--- src/rtl/array_walk_pkg.sv ---
// Shared types and helpers for the array walk accumulator.
package array_walk_pkg;

    localparam int unsigned MAX_SW = 64;

    typedef enum logic {
        SUM = 1'b0,
        INC = 1'b1
    } mode_e;

    typedef enum logic [1:0] {
        IDLE = 2'd0,
        WALK = 2'd1,
        DONE = 2'd2
    } state_e;

    function automatic int unsigned clog2_min1(input int unsigned n);
        return (n > 1) ? $clog2(n) : 1;
    endfunction

    function automatic int unsigned flat_addr(input int unsigned i, input int unsigned j,
                                              input int unsigned k, input int unsigned d1,
                                              input int unsigned d2);
        return i * d1 * d2 + j * d2 + k;
    endfunction

    // Sign-extends the low w bits of v to MAX_SW bits; callers truncate to SW.
    function automatic logic [MAX_SW-1:0] sext(input logic [MAX_SW-1:0] v, input int unsigned w);
        logic [MAX_SW-1:0] m;
        m = (w >= MAX_SW) ? '1 : ((MAX_SW'(1) << w) - MAX_SW'(1));
        return v[w-1] ? (v | ~m) : (v & m);
    endfunction

endpackage

--- src/rtl/array_walk_accum_if.sv ---
// Control/data bundle for array_walk_accum; brk_val exists only with ARRAY_WALK_BREAK_EN.
interface array_walk_accum_if #(
    parameter int unsigned W  = 16,
    parameter int unsigned SW = 32,
    parameter int unsigned D0 = 2,
    parameter int unsigned D1 = 3,
    parameter int unsigned D2 = 4
) ();
    localparam int unsigned N   = D0 * D1 * D2;
    localparam int unsigned AW  = array_walk_pkg::clog2_min1(N);
    localparam int unsigned IW0 = array_walk_pkg::clog2_min1(D0);
    localparam int unsigned IW1 = array_walk_pkg::clog2_min1(D1);
    localparam int unsigned IW2 = array_walk_pkg::clog2_min1(D2);

    logic           wr_en;
    logic [AW-1:0]  wr_addr;
    logic [W-1:0]   wr_data;
    logic           start;
    logic           mode;
`ifdef ARRAY_WALK_BREAK_EN
    logic [W-1:0]   brk_val;
`endif
    logic           busy;
    logic           done;
    logic           broke;
    logic [SW-1:0]  sum;
    logic [IW0-1:0] idx_i;
    logic [IW1-1:0] idx_j;
    logic [IW2-1:0] idx_k;

    modport master (
        output wr_en, wr_addr, wr_data, start, mode,
`ifdef ARRAY_WALK_BREAK_EN
        output brk_val,
`endif
        input  busy, done, broke, sum, idx_i, idx_j, idx_k
    );

    modport slave (
        input  wr_en, wr_addr, wr_data, start, mode,
`ifdef ARRAY_WALK_BREAK_EN
        input  brk_val,
`endif
        output busy, done, broke, sum, idx_i, idx_j, idx_k
    );

endinterface

--- src/rtl/array_walk_idx.sv ---
// Nested row-major i/j/k counter (k fastest) with clear, advance and last-element flag.
module array_walk_idx #(
    parameter int unsigned D0  = 2,
    parameter int unsigned D1  = 3,
    parameter int unsigned D2  = 4,
    parameter int unsigned IW0 = 1,
    parameter int unsigned IW1 = 2,
    parameter int unsigned IW2 = 2
) (
    input  logic           clk,
    input  logic           rst,
    input  logic           clr_i,
    input  logic           adv_i,
    output logic [IW0-1:0] i_o,
    output logic [IW1-1:0] j_o,
    output logic [IW2-1:0] k_o,
    output logic           last_o
);
    localparam logic [IW0-1:0] IMAX = IW0'(D0 - 1);
    localparam logic [IW1-1:0] JMAX = IW1'(D1 - 1);
    localparam logic [IW2-1:0] KMAX = IW2'(D2 - 1);

    logic [IW0-1:0] i_q;
    logic [IW1-1:0] j_q;
    logic [IW2-1:0] k_q;

    always_ff @(posedge clk or posedge rst) begin
        if (rst) begin
            i_q <= '0;
            j_q <= '0;
            k_q <= '0;
        end else if (clr_i) begin
            i_q <= '0;
            j_q <= '0;
            k_q <= '0;
        end else if (adv_i) begin
            if (k_q == KMAX) begin
                k_q <= '0;
                if (j_q == JMAX) begin
                    j_q <= '0;
                    i_q <= (i_q == IMAX) ? '0 : i_q + IW0'(1);
                end else begin
                    j_q <= j_q + IW1'(1);
                end
            end else begin
                k_q <= k_q + IW2'(1);
            end
        end
    end

    assign i_o    = i_q;
    assign j_o    = j_q;
    assign k_o    = k_q;
    assign last_o = (i_q == IMAX) && (j_q == JMAX) && (k_q == KMAX);

endmodule

--- src/rtl/array_walk_accum.sv ---
// Clocked D0xD1xD2 array walker: SUM or INC (write-back) accumulation, one element per cycle.
// Optional early termination on element match when ARRAY_WALK_BREAK_EN is defined.
module array_walk_accum
    import array_walk_pkg::*;
#(
    parameter int unsigned W  = 16,
    parameter int unsigned SW = 32,
    parameter int unsigned D0 = 2,
    parameter int unsigned D1 = 3,
    parameter int unsigned D2 = 4
) (
    input logic              clk,
    input logic              rst,
    array_walk_accum_if.slave bus
);
    localparam int unsigned N   = D0 * D1 * D2;
    localparam int unsigned AW  = clog2_min1(N);
    localparam int unsigned IW0 = clog2_min1(D0);
    localparam int unsigned IW1 = clog2_min1(D1);
    localparam int unsigned IW2 = clog2_min1(D2);

    logic [W-1:0]   mem_q [N];
    state_e         state_q;
    mode_e          mode_q;
    logic [SW-1:0]  acc_q, acc_d;
    logic           busy_q, done_q, broke_q;
    logic [IW0-1:0] idx_i_q, ci;
    logic [IW1-1:0] idx_j_q, cj;
    logic [IW2-1:0] idx_k_q, ck;
    logic           last, hit, clr, adv, wr_ok;
    logic [AW-1:0]  rd_addr;
    logic [W-1:0]   elem, elem_d;

    assign clr   = (state_q == IDLE) && bus.start;
    assign adv   = (state_q == WALK);
    assign wr_ok = bus.wr_en && (32'(bus.wr_addr) < N);

    array_walk_idx #(
        .D0(D0), .D1(D1), .D2(D2), .IW0(IW0), .IW1(IW1), .IW2(IW2)
    ) u_idx (
        .clk   (clk),
        .rst   (rst),
        .clr_i (clr),
        .adv_i (adv),
        .i_o   (ci),
        .j_o   (cj),
        .k_o   (ck),
        .last_o(last)
    );

    always_comb begin
        rd_addr = AW'(flat_addr(32'(ci), 32'(cj), 32'(ck), D1, D2));
        elem    = mem_q[rd_addr];
        elem_d  = (mode_q == INC) ? elem + W'(1) : elem;
        acc_d   = acc_q + SW'(sext(MAX_SW'(elem_d), W));
`ifdef ARRAY_WALK_BREAK_EN
        hit     = (elem == bus.brk_val);
`else
        hit     = 1'b0;
`endif
    end

    // External writes are accepted outside WALK only; during WALK the array belongs to the walker.
    always_ff @(posedge clk or posedge rst) begin
        if (rst) begin
            state_q <= IDLE;
            mode_q  <= SUM;
            acc_q   <= '0;
            busy_q  <= 1'b0;
            done_q  <= 1'b0;
            broke_q <= 1'b0;
            idx_i_q <= '0;
            idx_j_q <= '0;
            idx_k_q <= '0;
            for (int unsigned n = 0; n < N; n++) mem_q[n] <= '0;
        end else begin
            case (state_q)
                IDLE: begin
                    done_q <= 1'b0;
                    if (wr_ok) mem_q[bus.wr_addr] <= bus.wr_data;
                    if (bus.start) begin
                        state_q <= WALK;
                        mode_q  <= mode_e'(bus.mode);
                        busy_q  <= 1'b1;
                        broke_q <= 1'b0;
                        acc_q   <= '0;
                        idx_i_q <= '0;
                        idx_j_q <= '0;
                        idx_k_q <= '0;
                    end
                end
                WALK: begin
                    acc_q   <= acc_d;
                    idx_i_q <= ci;
                    idx_j_q <= cj;
                    idx_k_q <= ck;
                    if (mode_q == INC) mem_q[rd_addr] <= elem_d;
                    if (last || hit) begin
                        state_q <= DONE;
                        busy_q  <= 1'b0;
                        done_q  <= 1'b1;
                        broke_q <= hit;
                    end
                end
                DONE: begin
                    done_q  <= 1'b0;
                    state_q <= IDLE;
                    if (wr_ok) mem_q[bus.wr_addr] <= bus.wr_data;
                end
                default: state_q <= IDLE;
            endcase
        end
    end

    assign bus.busy  = busy_q;
    assign bus.done  = done_q;
    assign bus.broke = broke_q;
    assign bus.sum   = acc_q;
    assign bus.idx_i = idx_i_q;
    assign bus.idx_j = idx_j_q;
    assign bus.idx_k = idx_k_q;

endmodule

--- src/flat_wrapper.sv ---
// flat-port wrapper written by rule: the top's interface ports become plain ports
module array_walk_accum_flat import array_walk_pkg::*;
#(
    parameter int unsigned W  = 16,
    parameter int unsigned SW = 32,
    parameter int unsigned D0 = 2,
    parameter int unsigned D1 = 3,
    parameter int unsigned D2 = 4
)
  (clk, rst, bus_wr_en, bus_wr_addr, bus_wr_data, bus_start, bus_mode, bus_busy, bus_done, bus_broke, bus_sum, bus_idx_i, bus_idx_j, bus_idx_k);
  array_walk_accum_if #(.W(W), .SW(SW), .D0(D0), .D1(D1), .D2(D2)) bus_i ();
  input logic clk;
  input logic rst;
  input wire logic [$bits(bus_i.wr_en)-1:0] bus_wr_en;
  input wire logic [$bits(bus_i.wr_addr)-1:0] bus_wr_addr;
  input wire logic [$bits(bus_i.wr_data)-1:0] bus_wr_data;
  input wire logic [$bits(bus_i.start)-1:0] bus_start;
  input wire logic [$bits(bus_i.mode)-1:0] bus_mode;
  output wire logic [$bits(bus_i.busy)-1:0] bus_busy;
  output wire logic [$bits(bus_i.done)-1:0] bus_done;
  output wire logic [$bits(bus_i.broke)-1:0] bus_broke;
  output wire logic [$bits(bus_i.sum)-1:0] bus_sum;
  output wire logic [$bits(bus_i.idx_i)-1:0] bus_idx_i;
  output wire logic [$bits(bus_i.idx_j)-1:0] bus_idx_j;
  output wire logic [$bits(bus_i.idx_k)-1:0] bus_idx_k;
  assign bus_i.wr_en = bus_wr_en;
  assign bus_i.wr_addr = bus_wr_addr;
  assign bus_i.wr_data = bus_wr_data;
  assign bus_i.start = bus_start;
  assign bus_i.mode = bus_mode;
  assign bus_busy = bus_i.busy;
  assign bus_done = bus_i.done;
  assign bus_broke = bus_i.broke;
  assign bus_sum = bus_i.sum;
  assign bus_idx_i = bus_i.idx_i;
  assign bus_idx_j = bus_i.idx_j;
  assign bus_idx_k = bus_i.idx_k;
  array_walk_accum #(.W(W), .SW(SW), .D0(D0), .D1(D1), .D2(D2)) u_core (.clk(clk), .rst(rst), .bus(bus_i));
endmodule
--- config.mk ---
export PLATFORM = sky130hd
export DESIGN_NAME = array_walk_accum_flat
export DESIGN_NICKNAME = d
export VERILOG_FILES = /design/src/rtl/array_walk_pkg.sv /design/src/rtl/array_walk_accum_if.sv /design/src/rtl/array_walk_idx.sv /design/src/rtl/array_walk_accum.sv /design/src/flat_wrapper.sv
export SDC_FILE = /design/constraint.sdc
export NUM_CORES = 1
export LEC_CHECK = 0
export CAP_MARGIN = 20
export CORE_UTILIZATION = 40
export DETAILED_ROUTE_END_ITERATION = 16
export PLACE_DENSITY = 0.68
export SLEW_MARGIN = 5
export SYNTH_ARGS = -nofsm -noshare
export SYNTH_HDL_FRONTEND = slang
export SYNTH_SLANG_ARGS = --single-unit
--- constraint.sdc ---
create_clock -name clk -period 17.7 [get_ports clk]
set_input_delay 2.655 -clock clk [delete_from_list [all_inputs] [get_ports clk]]
set_output_delay 2.655 -clock clk [all_outputs]
set_load 0.01 [all_outputs]
**Gate families picked out**

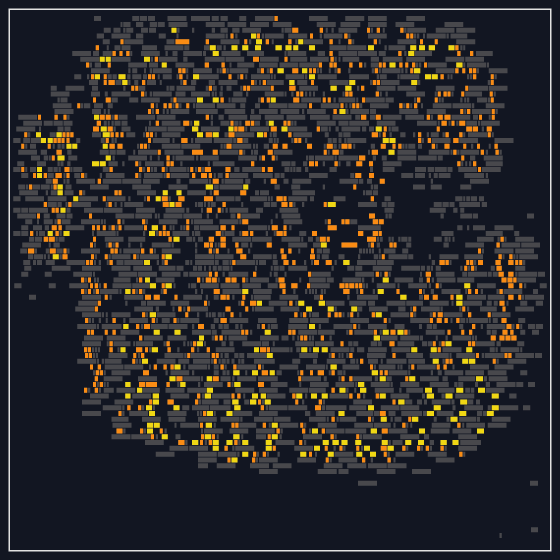
[AND-OR and OR-AND gates] yellow | cells: 231 | most used: o22a_1 | where: widely spread
[inverting AOI/OAI gates] orange | cells: 716 | most used: o21ai_0
number of standard cells in the final layout excluding fillers: 3507
share of the final layout cell area in multi-input gates: 46.26%
most frequent logic cell in the layout: nand2_1

**Wiring by layer**

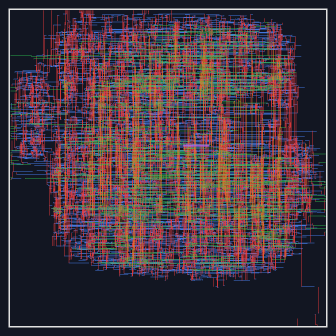
[met1] blue | wire length: 37.3 mm
[met4] orange | wire length: 5640 µm
[met2] red | wire length: 40.1 mm
[met5] purple | wire length: 19.3 µm
[met3] green | wire length: 13000 µm
routed wirelength normalized by instance count: 27.40 µm
aggregate global-route resource usage: 29.63%
vias: 22.63k
total length of routed wires: 96.08 mm

**Clock distribution**

The bar under the picture is 100 µm long.
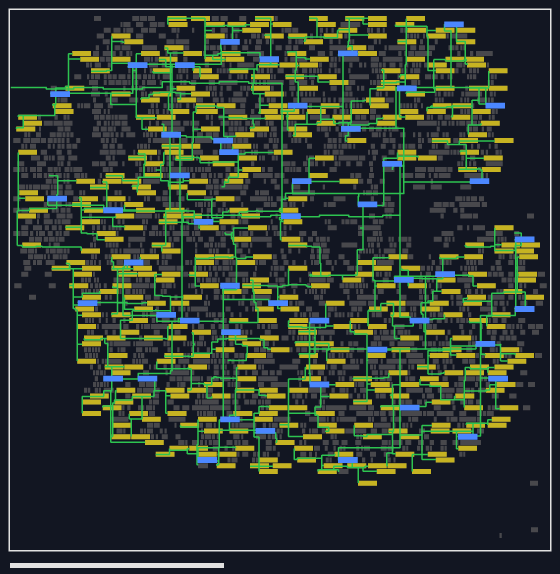
[flip-flops] yellow | count: 431
[cells driving clock nets] blue | count: 48
[clock wires] green | length: 6090 µm
flops lie: widely spread
routed clock nets: 49
clock tree skew after final layout: 0.02828 ns
share of power burned in the clock network: 15.6%
latest clock arrival within the worst-skew pair: 0.61 ns

==> summary.txt <==
This note records the results obtained with Yosys and OpenROAD.

Synth
The flip-flop cell with the highest count after synthesis is dfrtp_1. Ranked by instance count, the synthesized netlist is headed by nand2_1 (454), dfrtp_1 (431), o21ai_0 (326), clkbuf_1 (184), nor2_1 (178). The post-synthesis net count is around 2.8k. The largest area contributor in the synthesized netlist is dfrtp_1.

Flow run
In this run the tools logged warnings totalling 34.

Run status
The flow ran to the end, and the final reports show no timing, DRC or antenna violations.

Routing
The detailed router used layers up to and including met5. The routed design uses 40.10 mm of met2 wire.

STA
Setup repair after global routing left no endpoint under its margin. Pins over their slew limit in the final report were tallied at 0.

Place
According to the dpl log, the detail-placed design has an HPWL of ~62 mm.

Floorplanning
Once the floorplan was initialized, standard cells occupied between 40 and 50% of the core.

Layout
For this run, combinational gates with multiple inputs come to ~2.0k. The post-route utilization of the core is recorded as between 40% and 50%. The area occupied by registers is 10790 µm². The register with the most flip-flops is u_core.mem_q.

Critical path
The launch point of the worst register-to-register path is recorded as u_core.u_idx.k_o[0]. All stages included, the depth of the critical timing path comes to 21. The worst setup path is captured at a register. The largest fanout on the critical path is 42. The cell depth of the worst flop-to-flop path is 21. The reg2reg setup slack is between 10 and 15 ns.

Clocking
Looking at the clock tree report, the maximum root-to-sink buffer count equals 3.
**Port wiring**

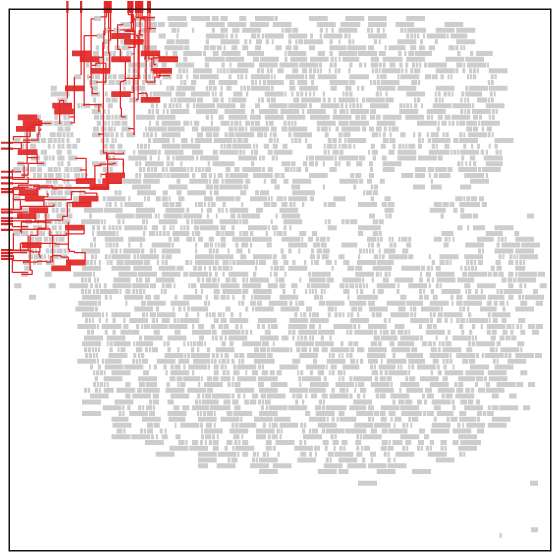
[bus_sum] red | direction: output | edge: 17 left, 15 top | end cells: 32 | buffers: 32 | wire: 1660 µm
IO Pins: 66
port buffer count: 64

**Clock routing**

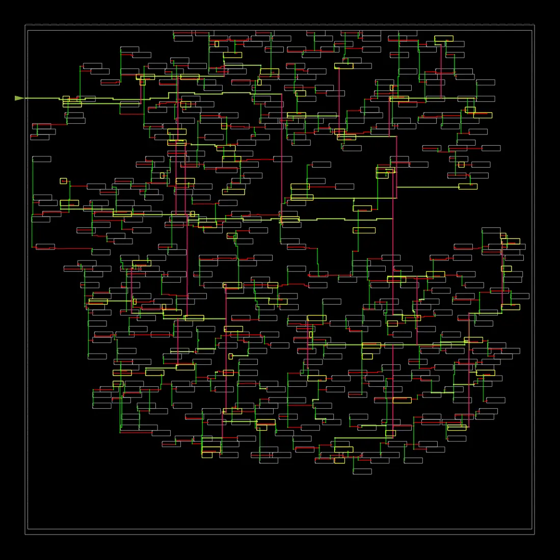
number of clock buffer instances in the layout: 68
clock distribution power: 0.00106 W
number of clock sinks: 431
number of buffers created by CTS: 48
number of sequential cells in the layout: 431

Power figures rest on the tool's default switching activity, not on a simulated workload.
